<file path="src/rtl/wrap_led_sequencer_if.sv">
// rtl/wrap_led_sequencer_if.sv - switch/period inputs and LED/status outputs of the LED sequencer
interface wrap_led_sequencer_if;
  logic       sw0;
  logic       sw1;
  logic       sw2;
  logic [7:0] cnt;
  logic       led0;
  logic       led1;
  logic       led2;
  logic       led3;
  logic       step;
  logic       busy;

  modport master (
    output sw0, sw1, sw2, cnt,
    input  led0, led1, led2, led3, step, busy
  );

  modport slave (
    input  sw0, sw1, sw2, cnt,
    output led0, led1, led2, led3, step, busy
  );
endinterface

</file>
<file path="src/rtl/wrap_led_sequencer.sv">
// rtl/wrap_led_sequencer.sv - one-hot rotating four-LED sequencer with run/hold FSM and step prescaler
// Optional feature macro: SW_SYNC_EN (sw0..sw2 pass through SW_SYNC_STAGES flops before the FSM)
module wrap_led_sequencer #(
  parameter int SW_SYNC_STAGES = 2
) (
  input  logic                       clk,
  input  logic                       rst,
  wrap_led_sequencer_if.slave        bus
);

`ifdef SW_SYNC_EN
  localparam int SYNC_DEPTH = SW_SYNC_STAGES;
`else
  localparam int SYNC_DEPTH = 0;
`endif

  typedef enum logic [1:0] {IDLE, LOAD, RUN, HOLD} state_t;

  logic [2:0] sw_s;
  logic       run;
  logic       dir;
  logic       hold;
  logic [7:0] cnt_eff;

  state_t     state;
  logic [3:0] pattern;
  logic [7:0] timer;
  logic [7:0] period;
  logic       step_q;
  logic       busy_q;

  generate
    if (SYNC_DEPTH > 0) begin : g_sync
      logic [2:0] pipe [SYNC_DEPTH];
      always_ff @(posedge clk or negedge rst) begin
        if (!rst) begin
          for (int i = 0; i < SYNC_DEPTH; i++) pipe[i] <= 3'b000;
        end else begin
          pipe[0] <= {bus.sw2, bus.sw1, bus.sw0};
          for (int i = 1; i < SYNC_DEPTH; i++) pipe[i] <= pipe[i-1];
        end
      end
      assign sw_s = pipe[SYNC_DEPTH-1];
    end else begin : g_direct
      assign sw_s = {bus.sw2, bus.sw1, bus.sw0};
    end
  endgenerate

  assign run     = sw_s[0];
  assign dir     = sw_s[1];
  assign hold    = sw_s[2];
  assign cnt_eff = (bus.cnt == 8'd0) ? 8'd1 : bus.cnt;

  always_ff @(posedge clk or negedge rst) begin
    if (!rst) begin
      state   <= IDLE;
      pattern <= 4'b0000;
      timer   <= 8'd0;
      period  <= 8'd1;
      step_q  <= 1'b0;
      busy_q  <= 1'b0;
    end else begin
      step_q <= 1'b0;
      // Dropping run wins over hold and over a step due this cycle.
      if (state != IDLE && !run) begin
        state   <= IDLE;
        pattern <= 4'b0000;
        timer   <= 8'd0;
        busy_q  <= 1'b0;
      end else begin
        case (state)
          IDLE: begin
            pattern <= 4'b0000;
            timer   <= 8'd0;
            if (run) begin
              state  <= LOAD;
              busy_q <= 1'b1;
            end
          end
          LOAD: begin
            period  <= cnt_eff;
            timer   <= 8'd0;
            pattern <= 4'b0001;
            state   <= RUN;
          end
          RUN: begin
            if (hold) begin
              state <= HOLD;
            end else if (timer == period - 8'd1) begin
              timer   <= 8'd0;
              step_q  <= 1'b1;
              period  <= cnt_eff;
              pattern <= dir ? {pattern[0], pattern[3:1]} : {pattern[2:0], pattern[3]};
            end else begin
              timer <= timer + 8'd1;
            end
          end
          HOLD: begin
            if (!hold) state <= RUN;
          end
          default: begin
            state   <= IDLE;
            pattern <= 4'b0000;
            timer   <= 8'd0;
            busy_q  <= 1'b0;
          end
        endcase
      end
    end
  end

  assign bus.led0 = pattern[0];
  assign bus.led1 = pattern[1];
  assign bus.led2 = pattern[2];
  assign bus.led3 = pattern[3];
  assign bus.step = step_q;
  assign bus.busy = busy_q;

endmodule
</file>
<file path="src/flat_wrapper.sv">
// flat-port wrapper written by rule: the top's interface ports become plain ports
module wrap_led_sequencer_flat 
#(
  parameter int SW_SYNC_STAGES = 2
)
  (clk, rst, bus_sw0, bus_sw1, bus_sw2, bus_cnt, bus_led0, bus_led1, bus_led2, bus_led3, bus_step, bus_busy);
  wrap_led_sequencer_if bus_i ();
  input  logic clk;
  input  logic rst;
  input wire logic [$bits(bus_i.sw0)-1:0] bus_sw0;
  input wire logic [$bits(bus_i.sw1)-1:0] bus_sw1;
  input wire logic [$bits(bus_i.sw2)-1:0] bus_sw2;
  input wire logic [$bits(bus_i.cnt)-1:0] bus_cnt;
  output wire logic [$bits(bus_i.led0)-1:0] bus_led0;
  output wire logic [$bits(bus_i.led1)-1:0] bus_led1;
  output wire logic [$bits(bus_i.led2)-1:0] bus_led2;
  output wire logic [$bits(bus_i.led3)-1:0] bus_led3;
  output wire logic [$bits(bus_i.step)-1:0] bus_step;
  output wire logic [$bits(bus_i.busy)-1:0] bus_busy;
  assign bus_i.sw0 = bus_sw0;
  assign bus_i.sw1 = bus_sw1;
  assign bus_i.sw2 = bus_sw2;
  assign bus_i.cnt = bus_cnt;
  assign bus_led0 = bus_i.led0;
  assign bus_led1 = bus_i.led1;
  assign bus_led2 = bus_i.led2;
  assign bus_led3 = bus_i.led3;
  assign bus_step = bus_i.step;
  assign bus_busy = bus_i.busy;
  wrap_led_sequencer #(.SW_SYNC_STAGES(SW_SYNC_STAGES)) u_core (.clk(clk), .rst(rst), .bus(bus_i));
endmodule
</file>
<file path="config.mk">
export PLATFORM = sky130hd
export DESIGN_NAME = wrap_led_sequencer_flat
export DESIGN_NICKNAME = d
export VERILOG_FILES = /design/src/rtl/wrap_led_sequencer_if.sv /design/src/rtl/wrap_led_sequencer.sv /design/src/flat_wrapper.sv
export SDC_FILE = /design/constraint.sdc
export NUM_CORES = 1
export LEC_CHECK = 0
export CORE_ASPECT_RATIO = 1.1
export CORE_MARGIN = 8
export CORE_UTILIZATION = 50
export DETAILED_ROUTE_END_ITERATION = 8
export PLACE_DENSITY = 0.73
export SYNTH_ARGS = -nofsm -noshare
export SYNTH_HDL_FRONTEND = slang
export SYNTH_SLANG_ARGS = --single-unit
</file>
<file path="constraint.sdc">
create_clock -name clk -period 6 [get_ports clk]
set_clock_uncertainty 0.05 [all_clocks]
set_input_delay 1.5 -clock clk [delete_from_list [all_inputs] [get_ports clk]]
set_output_delay 1.5 -clock clk [all_outputs]
set_load 0.02 [all_outputs]
</file>
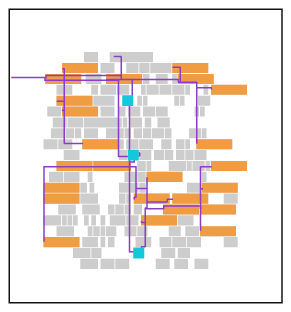
clock_wires.png
Drawn at 4 px/um.
Orange stands for flip-flops, count 24. Purple stands for clock wires, length 318 um. Cyan stands for clock-net drivers, count 3.
There are 4 routed clock nets.
fraction of power consumed by the clock network: 16.9%
reported clock group power: 0.120 mW

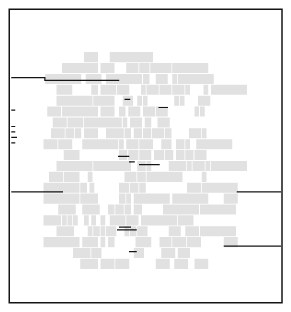
m3.png
Drawn at 4 px/um.
The longest straight run is 18.4 um. The layer holds 2.9% of the routed length.
global-route met3 utilization: 2.304%
drt total wl: 3.089 mm
routed via count: 1,113

==> final timing paths <==
kind / startpoint / endpoint / slack, ps / depth (start not counted)
setup / recovery: bus_sw0 / u_core.state[1]$_DFFE_PN0P_ / 2640 / 7
hold / removal: u_core.bus.busy$_DFFE_PN0P_ / u_core.bus.busy$_DFFE_PN0P_ / 470 / 2
setup reg to reg: u_core.period[2]$_DFFE_PN0P_ / u_core.timer[4]$_DFFE_PN0P_ / 3200 / 7
hold reg to reg: u_core.bus.busy$_DFFE_PN0P_ / u_core.bus.busy$_DFFE_PN0P_ / 470 / 2
max in group asynchronous: rst / u_core.period[5]$_DFFE_PN0P_ / 3620 / 1
min in group asynchronous: rst / u_core.pattern[3]$_DFFE_PN0P_ / 1660 / 1
==> routing by layer <==
layer  vias up  GRT usage, %  part of all wire (%)
li1        542             -                     -
met1       546         16.68                    46
met2        18         22.66                    48
met3         7         2.304                   2.9
met4         0         6.834                   2.3
met5         -             0                     0
==> where the power goes <==
| part | internal (mW) | switching [mW] | leakage [nW] |
|---|---|---|---|
| Sequential | 0.209 | 0.0582 | 0.311 |
| Clock | 0.0677 | 0.0519 | 0.0279 |
| Combinational | 0.155 | 0.166 | 0.400 |
| Total | 0.432 | 0.276 | 0.738 |
==> kinds of logic (layout without fill, tap and decap cells) <==
| group | Yosys count | in the layout |
|---|---|---|
| DFF | 24 | 24 |
| AOI/OAI and AO/OA | 20 | 20 |
| adders and majority gates | 9 | 9 |
| and+or+nand+nor | 52 | 52 |
| buffers and inverters | 9 | 29 |
| xor gates and xnor gates | 14 | 14 |
| muxes | 14 | 14 |
==> state kept, by name (all words and copies together), names as in the netlist <==
signal	cells
u_core.timer	8
u_core.bus.busy	1
u_core.state	2
u_core.pattern	4
u_core.bus.step	1
u_core.period	8
==> summary.txt <==
Observations from the implementation run.

Status:
- The flow ran to the end, and the final reports show no timing, DRC or antenna violations.

Setup path:
- The worst setup path is captured at a flop.
- The run puts the required time at the worst-slack endpoint at 6180 ps.
- The run gives the critical path startpoint category as an input port.
- Per the timing report, the biggest fanout along the worst path comes to 8.
- The worst setup path is of the input port to flop kind.
- The run gives the biggest cell delay along the critical path as 540 ps.
- The run puts the buffering stage count on the worst path with inverters included at 2.

Layout:
- The final layout report lists a filler cell count of ~240.
- The flow measured a signed area growth from synthesis to layout of 17.46%.
- In the layout the tool counted multi-input logic cells amounting to about 110.
- The run gives the antenna diode count as 0.
- The run puts the count of inverters other than clock inverters in the layout at 7.
- The run puts the fraction of final layout cells sized beyond drive strength 1 at a little under an eighth.
- The run puts the register share of the cell area at around a third.
- The most common logic cells in the final layout are dfrtp_1, clkdlybuf4s50_1, nor2_1.
- The run puts the number of cells in the finished layout apart from fillers at slightly below 200.

Floorplanning:
- The share of the core area taken by cells at floorplan is a little over half.

Clocking:
- The run puts the worst-case clock buffer depth at 2.
- The run gives the clock tree from TritonCTS as done.
- Buffers added to address setup during post-CTS repair amount to 0.

Timing:
- The run puts the final worst-path cycle share at between 50% and 60%.
- The run gives the number of hold violations in the final report as 0.
- The most critical hold endpoint after final layout shows a slack of between 400 and 500 ps.
- Setup slack closes at 2636 ps.
- The run puts the final-layout setup total negative slack at 0 ps.

Synth:
- The synthesis report names the predominant flop master as dfrtp_1.
- The run puts the number of cells in Yosys stat at ~140.
- By area the synthesized netlist is led by dfrtp_1, ha_1, mux2_2, xor2_1, nor2_1.
- The largest total area in the synthesized netlist belongs to dfrtp_1.
- Summing the areas of all xor and xnor instances in the mapped netlist gives 8.305% of the synthesized area.
- Yosys reports that the most numerous cell types are dfrtp_1, nor2_1, nand2_1.
- The run gives the cell area after synthesis as between 1000 and 1500 um^2.
- The run gives the area fraction in and, or, nand and nor cells after synthesis as 19.41%.
- After synthesis, the largest area contributor takes up between 30% and 40% of total cell area.
- The run puts the summed standard-cell area reported by yosys at 1476 um^2.
- The run gives the number of warning messages in the yosys log as 0.

Placed design:
- The final weighted congestion recorded by global placement is ~0.80.
- The run gives the number of I/O port buffers as 18.
- The placed instances occupy a cell area of about 1700 um^2.

GRT:
- The run puts the via count of the first global-routing pass at 1,118.

Route:
- The run gives the first-pass iteration count of the detailed router as 4.

Job:
- The run puts the max capacitance violation total at 0.

Hold path:
- Note that the worst hold path type here is flop to flop.

Power:
- The run gives the total leakage power as about 0.74 nW.
Power figures rest on the tool's default switching activity, not on a simulated workload.
